<file path="src/rtl/spatz_id_tracker_pkg.sv">
// Shared types for the Spatz instruction-ID tracker: ID/register widths,
// per-ID usage record and retire-port naming.
package spatz_id_tracker_pkg;

    localparam int NrIds      = 4;
    localparam int NrRetPorts = 3;
    localparam int NrVregs    = 32;
    localparam int VregWidth  = $clog2(NrVregs);

    typedef logic [$clog2(NrIds)-1:0] spatz_id_t;
    typedef logic [VregWidth-1:0]     vreg_t;

    typedef struct packed {
        vreg_t vd;
        logic  use_vd;
        vreg_t vs1;
        logic  use_vs1;
        vreg_t vs2;
        logic  use_vs2;
    } id_entry_t;

    typedef enum logic [1:0] {
        RET_VFU   = 2'd0,
        RET_VLSU  = 2'd1,
        RET_VSLDU = 2'd2
    } ret_port_e;

endpackage

</file>
<file path="src/rtl/spatz_lzc_alloc.sv">
// Lowest-set-bit finder over the free-ID mask; valid_o is low when no ID is free.
module spatz_lzc_alloc
    import spatz_id_tracker_pkg::*;
#(
    parameter int Width    = 4,
    parameter int IdxWidth = (Width > 1) ? $clog2(Width) : 1
) (
    input  logic [Width-1:0]    free_i,
    output logic [IdxWidth-1:0] idx_o,
    output logic                valid_o
);

    always_comb begin
        idx_o   = '0;
        valid_o = |free_i;
        // Scan downwards so the lowest free index is the last one written.
        for (int i = Width - 1; i >= 0; i--) begin
            if (free_i[i]) idx_o = IdxWidth'(i);
        end
    end

endmodule

</file>
<file path="src/rtl/spatz_id_tracker.sv">
// Instruction-ID allocator with per-ID vector-register usage tracking; blocks
// issue on RAW/WAR/WAW conflicts and frees IDs from multiple retire ports.
module spatz_id_tracker #(
    parameter int NrIds      = spatz_id_tracker_pkg::NrIds,
    parameter int NrVregs    = spatz_id_tracker_pkg::NrVregs,
    parameter int NrRetPorts = spatz_id_tracker_pkg::NrRetPorts,
    parameter int IdWidth    = $clog2(NrIds),
    parameter int VregWidth  = $clog2(NrVregs)
) (
    input  logic                          clk_i,
    input  logic                          rst_i,
    input  logic                          issue_valid_i,
    output logic                          issue_ready_o,
    input  logic [VregWidth-1:0]          issue_vd_i,
    input  logic                          issue_use_vd_i,
    input  logic [VregWidth-1:0]          issue_vs1_i,
    input  logic                          issue_use_vs1_i,
    input  logic [VregWidth-1:0]          issue_vs2_i,
    input  logic                          issue_use_vs2_i,
    output logic [IdWidth-1:0]            issue_id_o,
    input  logic [NrRetPorts-1:0]         retire_valid_i,
    input  logic [NrRetPorts*IdWidth-1:0] retire_id_i,
    output logic [NrIds-1:0]              busy_o,
    output logic [NrVregs-1:0]            vreg_wr_pending_o,
    output logic                          stall_hazard_o,
    output logic                          idle_o,
    output logic                          err_o
);

    import spatz_id_tracker_pkg::*;

    localparam int CntWidth = $clog2(NrIds + 1);

    logic [NrIds-1:0]    busy_q, busy_d;
    id_entry_t           entry_q [NrIds];
    id_entry_t           entry_d [NrIds];
    logic [CntWidth-1:0] cnt_q, cnt_d;
    logic                err_q, err_d;

    logic [IdWidth-1:0]  alloc_id;
    logic                alloc_valid;
    id_entry_t           new_entry;
    logic                hazard;
    logic                accept;

    logic [NrIds-1:0]    ret_clr;
    logic [CntWidth-1:0] ret_cnt;
    logic                ret_err;
    logic [IdWidth-1:0]  ret_id;

    spatz_lzc_alloc #(
        .Width    (NrIds),
        .IdxWidth (IdWidth)
    ) i_alloc (
        .free_i  (~busy_q),
        .idx_o   (alloc_id),
        .valid_o (alloc_valid)
    );

    // Hazards look only at registered state, so same-cycle retires never unblock issue.
    always_comb begin
        new_entry.vd      = vreg_t'(issue_vd_i);
        new_entry.use_vd  = issue_use_vd_i;
        new_entry.vs1     = vreg_t'(issue_vs1_i);
        new_entry.use_vs1 = issue_use_vs1_i;
        new_entry.vs2     = vreg_t'(issue_vs2_i);
        new_entry.use_vs2 = issue_use_vs2_i;
        hazard = 1'b0;
        for (int i = 0; i < NrIds; i++) begin
            if (busy_q[i]) begin
                if (entry_q[i].use_vd) begin
                    if (new_entry.use_vs1 && new_entry.vs1 == entry_q[i].vd) hazard = 1'b1;
                    if (new_entry.use_vs2 && new_entry.vs2 == entry_q[i].vd) hazard = 1'b1;
                    if (new_entry.use_vd  && new_entry.vd  == entry_q[i].vd) hazard = 1'b1;
                end
                if (new_entry.use_vd) begin
                    if (entry_q[i].use_vs1 && entry_q[i].vs1 == new_entry.vd) hazard = 1'b1;
                    if (entry_q[i].use_vs2 && entry_q[i].vs2 == new_entry.vd) hazard = 1'b1;
                end
            end
        end
    end

    assign stall_hazard_o = issue_valid_i && hazard;
    assign issue_ready_o  = issue_valid_i && !hazard && alloc_valid;
    assign issue_id_o     = alloc_id;
    assign accept         = issue_ready_o;

    // A retire only counts when it names a busy ID not already cleared by a lower port.
    always_comb begin
        ret_clr = '0;
        ret_cnt = '0;
        ret_err = 1'b0;
        ret_id  = '0;
        for (int p = 0; p < NrRetPorts; p++) begin
            if (retire_valid_i[p]) begin
                ret_id = retire_id_i[p*IdWidth +: IdWidth];
                if (int'(ret_id) >= NrIds) begin
                    ret_err = 1'b1;
                end else if (!busy_q[ret_id] || ret_clr[ret_id]) begin
                    ret_err = 1'b1;
                end else begin
                    ret_clr[ret_id] = 1'b1;
                    ret_cnt         = ret_cnt + CntWidth'(1);
                end
            end
        end
    end

    always_comb begin
        busy_d  = busy_q & ~ret_clr;
        entry_d = entry_q;
        if (accept) begin
            busy_d[alloc_id]  = 1'b1;
            entry_d[alloc_id] = new_entry;
        end
        cnt_d = cnt_q + (accept ? CntWidth'(1) : CntWidth'(0)) - ret_cnt;
        err_d = err_q | ret_err;
    end

    always_ff @(posedge clk_i or posedge rst_i) begin
        if (rst_i) begin
            busy_q <= '0;
            cnt_q  <= '0;
            err_q  <= 1'b0;
            for (int i = 0; i < NrIds; i++) entry_q[i] <= '0;
        end else begin
            busy_q  <= busy_d;
            cnt_q   <= cnt_d;
            err_q   <= err_d;
            entry_q <= entry_d;
        end
    end

    always_comb begin
        vreg_wr_pending_o = '0;
        for (int r = 0; r < NrVregs; r++) begin
            for (int i = 0; i < NrIds; i++) begin
                if (busy_q[i] && entry_q[i].use_vd && entry_q[i].vd == vreg_t'(r))
                    vreg_wr_pending_o[r] = 1'b1;
            end
        end
    end

    assign busy_o = busy_q;
    assign idle_o = (cnt_q == '0);
    assign err_o  = err_q;

`ifndef SYNTHESIS
    always @(posedge clk_i) begin
        if (!rst_i) begin
            assert ($countones(busy_q) == int'(cnt_q));
            assert (!issue_ready_o || issue_valid_i);
        end
    end
`endif

endmodule

</file>
<file path="config.mk">
export PLATFORM = sky130hd
export DESIGN_NAME = spatz_id_tracker
export DESIGN_NICKNAME = d
export VERILOG_FILES = /design/src/rtl/spatz_id_tracker_pkg.sv /design/src/rtl/spatz_lzc_alloc.sv /design/src/rtl/spatz_id_tracker.sv
export SDC_FILE = /design/constraint.sdc
export NUM_CORES = 1
export LEC_CHECK = 0
export CORE_UTILIZATION = 46
export CTS_CLUSTER_SIZE = 40
export DETAILED_ROUTE_END_ITERATION = 10
export PLACE_DENSITY = 0.68
export SLEW_MARGIN = 20
export SYNTH_ARGS = -nofsm -noshare
export SYNTH_HDL_FRONTEND = slang
export SYNTH_SLANG_ARGS = --single-unit
</file>
<file path="constraint.sdc">
create_clock -name clk_i -period 4.74 [get_ports clk_i]
set_input_delay 0.948 -clock clk_i [delete_from_list [all_inputs] [get_ports clk_i]]
set_output_delay 0.948 -clock clk_i [all_outputs]
set_load 0.01 [all_outputs]
</file>
### Metal layers overlaid

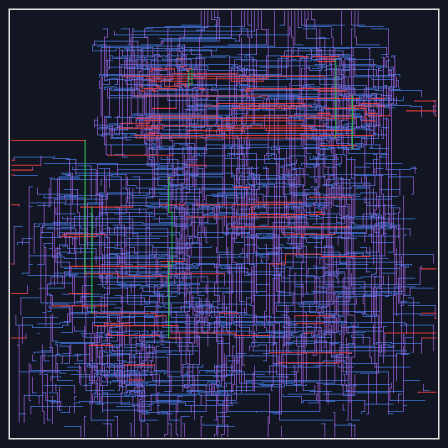
color	layer	wire length
green	M4	157 µm
blue	M1	9000 µm
red	M3	1410 µm
purple	M2	8370 µm
GRT Resource Usage Total: 27.7%
routed vias: 5196
Routed WL per cell: 22.4 µm
sum of routed wire length over all layers: 18900 µm

### I/O pins on the die edge

Pins as bars across the die edge, other pins in gray.
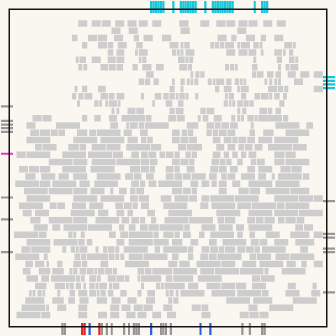
color	port	pins	direction	edge
red	retire_valid_i	3	input	south
cyan	vreg_wr_pending_o	32	output	28 north, 4 east
magenta	issue_use_vs1_i	1	input	west
blue	busy_o	4	output	south
floorplan die height: 118 µm
Die Span X: 118 µm
number of input and output port buffers inserted: 71

### The clock network

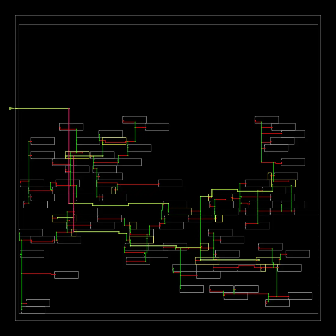
total of clock buffers placed in the layout: 11
number of sinks handled by clock tree synthesis: 80
worst clock skew on the final layout: 9.72 ps
Seq Cell Count: 80

### Sequential cells grouped by signal name

Other sequential cells in the stronger gray, the rest of the logic in the fainter gray.
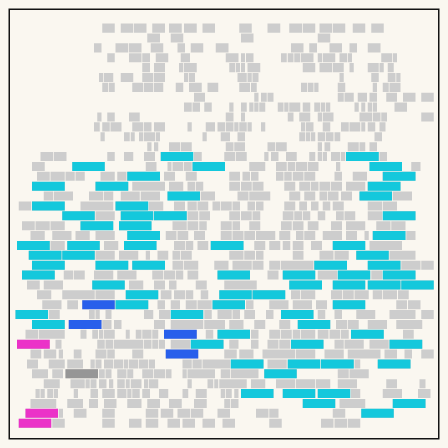
color	signal	flops
blue	busy_o	4
cyan	entry_q	72
magenta	cnt_q	3
not colored	1
register cell area after layout: 2000 µm²
fraction of the core area covered by cells at the end of the flow: 56.5%
power in sequential cells: 1590 µW
sequential share of cell area: 27.5%

==> notes.md <==
Numbers from the implementation run.

Looking at the post-CTS report, the setup buffer insertion count equals 0. During I/O placement, the number of pins put on the boundary was around 72. TritonCTS built the clock tree. The startpoint of the lowest-slack hold path is err_o$_DFF_PP0_. Per the synthesis report, the number of distinct cell types is 53. The largest net degree at the start of global routing is around 48. Per the placement report, the placed cell count is 829. The core area is 12900 µm². For reference, the final report shows the hold violation count at 0.

The internal power of the cells totals 2420 µW. The capturing instance or port of the critical path is issue_ready_o. The number of cells on the worst reg-to-reg path is 14. The clock root buffer is sky130_fd_sc_hd__clkbuf_16. For this run, the detailed router reports a per-instance via density of between 6 and 7. The count of cells resized by post-cts repair is 0.

For this run, the slowest stage of the critical path takes 760 ps. TritonCTS created 9 clock buffers. The main area contributors are sky130_fd_sc_hd__dfrtp_1 32%, sky130_fd_sc_hd__xor2_1 11%, sky130_fd_sc_hd__mux2_4 8.8%.

Summed over all instances, the cell type with the most area after synthesis is sky130_fd_sc_hd__dfrtp_1. The most used flip-flop cell after synthesis is sky130_fd_sc_hd__dfrtp_1. The synthesized netlist handed to floorplanning was reported with a cell count of 618.

After synthesis, the mean cell area works out to 10.0 µm². Together, buffers and inverters on the worst path number 2. After synthesis the netlist holds a flip-flop and latch count of 80.

The number of warnings reported in the stage logs is 26. According to the timing report, the critical path is launched from issue_vs2_i[3]. The flow ran to the end, and the final reports show no timing, DRC or antenna violations. The smallest clock period supported by the final layout is computed as 4480 ps. After synthesis, flip-flops and latches occupy 32.4% of the total area.

The mapped netlist covers between 6000 and 7000 µm². The global-route congestion overflow total is 0. The kind of launch point of the worst setup path is a primary input. As reported, the later end of the worst-skew pair has a clock insertion delay of 340 ps. The post-route cell area is 7280 µm².

The area added between synthesis and finish is 17.8%. The routability congestion estimate from global placement is 0.957. The number of stages on the worst setup path is 9. The kind of capture point of the worst setup path is a primary output. The net count after synthesis is 654.

The share of cells above drive strength 1 is 18.6%. The remaining antenna violation count after routing is 0. The final setup TNS is 0 ps. The analysis attributes to net switching a power of approximately 1800 µW. The data arrival time of the worst path is 3530 ps. The number of failing setup endpoints in the final timing report is 0. The fraction of synthesis flops using an asynchronous set or reset pin is 100%. The via count of the first global-routing pass is 5163. The violation count after the first detailed-routing iteration is 508. The share of power burned in combinational logic is 47.8%. For this design, Yosys synthesis ends with a cell count of 618. The power report attributes to the clock group a share of 14.7%. The most used cell along the critical path is sky130_fd_sc_hd__clkdlybuf4s50_1. The highest attainable clock frequency is 0.223 GHz.

The maximum VDD drop is 0.337 mV. The critical path class is in2out. Grouping stages by cell kind, the critical path spends the most delay in buffers and inverters.

The number of standard cells in the layout, taps in and fillers out is 845. The first global-routing pass estimated 29800 µm of wire. The HPWL after detailed placement is 13900 µm. The H-tree level count is 3. The number of antenna violations at the first check in global routing is 0. The net count of the finished layout is approximately 700. The maximum fanout count along the critical path is 8. In the floorplan report the effective utilization is 48.0%. Yosys reports that the most numerous cell types are 81 x sky130_fd_sc_hd__xor2_1, 80 x sky130_fd_sc_hd__dfrtp_1, 38 x sky130_fd_sc_hd__mux2_2, 36 x sky130_fd_sc_hd__mux2_4, 34 x sky130_fd_sc_hd__nand2_1. Row generation in the floorplan step produced about 41 rows. Counting along the longest clock path gives a buffer depth of 2. The reg2reg setup slack is 1050 ps.
==> cells by family (layout without fill, tap and decap cells) <==
group	Yosys count	count (layout)	synth area share [%]
buffers and inverters	71	126	6.44
adders and majority gates	6	6	1.34
muxes	78	78	16.5
DFF	80	80	32.4
xor gates and xnor gates	105	105	14.9
and+or+nand+nor	194	194	18.2
AOI/OAI and AO/OA	84	84	10.1
==> power groups by stage <==
stage | clock network [µW] | registers [µW] | logic [µW]
final | 624 | 1590 | 2030
after global routing | 668 | 1630 | 2190
after CTS | 636 | 1580 | 2010
after detailed placement | 0 | 1580 | 2000
after global placement | 0 | 1580 | 1980
after floorplan | 0 | 1240 | 1710
==> metal layers <==
layer  vias to the layer above  wire length (µm)  global-route usage [%]
met5                         -                 0                       0
met4                         0               156                    5.53
met3                        18              1410                    7.61
met2                       215              8370                    40.9
met1                      2620              9000                    40.3
li1                       2343                 -                       -
==> registers in the layout, indices dropped and copies added (netlist names) <==
register and count:
entry_q 72, busy_o 4, cnt_q 3, err_o 1
==> worst min-delay path, cell delays in order (launching register included) <==
cell and delay [ps]:
sky130_fd_sc_hd__dfrtp_1 350, sky130_fd_sc_hd__a211oi_1 50, sky130_fd_sc_hd__o21ai_0 70
==> final cells by class <==
type / count / area (µm²)
Timing Repair Buffer: 96 / 961
Clock buffer: 11 / 233
Tap cell: 172 / 215
Sequential cell: 80 / 2000
Clock inverter: 5 / 33.8
Multi-Input combinational cell: 467 / 3780
Fill cell: 1103 / 5600
Inverter: 14 / 53.8
==> layout by cell type, fill, tap and decap left out, types with 4 or more instances in the layout <==
master	n
sky130_fd_sc_hd__xor2_1	81
sky130_fd_sc_hd__dfrtp_1	80
sky130_fd_sc_hd__clkdlybuf4s50_1	71
sky130_fd_sc_hd__mux2_2	38
sky130_fd_sc_hd__mux2_4	36
sky130_fd_sc_hd__nand2_1	34
sky130_fd_sc_hd__nand4_1	28
sky130_fd_sc_hd__nor2_1	26
sky130_fd_sc_hd__xnor2_1	24
sky130_fd_sc_hd__nor4_1	22
sky130_fd_sc_hd__buf_4	20
sky130_fd_sc_hd__nand3_1	18
sky130_fd_sc_hd__a21oi_1	16
sky130_fd_sc_hd__o221ai_1	14
sky130_fd_sc_hd__inv_1	13
sky130_fd_sc_hd__nor2b_1	12
sky130_fd_sc_hd__o22ai_1	11
sky130_fd_sc_hd__nor3_1	11
sky130_fd_sc_hd__a221o_1	10
sky130_fd_sc_hd__nand2b_1	9
sky130_fd_sc_hd__clkbuf_16	9
sky130_fd_sc_hd__and2_1	7
sky130_fd_sc_hd__nand3b_1	5
sky130_fd_sc_hd__o21ai_0	5
sky130_fd_sc_hd__and3_1	5
sky130_fd_sc_hd__ha_1	5
sky130_fd_sc_hd__buf_12	5
sky130_fd_sc_hd__nand4_4	4
sky130_fd_sc_hd__o211ai_1	4
sky130_fd_sc_hd__a32oi_1	4
==> per-stage QoR <==
step	total power (µW)	setup slack, ps
after floorplan	2950	648
after global placement	3550	242
after detailed placement	3580	151
after CTS	4220	255
after global routing	4490	127
final	4240	259
Power and IR drop assume default switching activity.
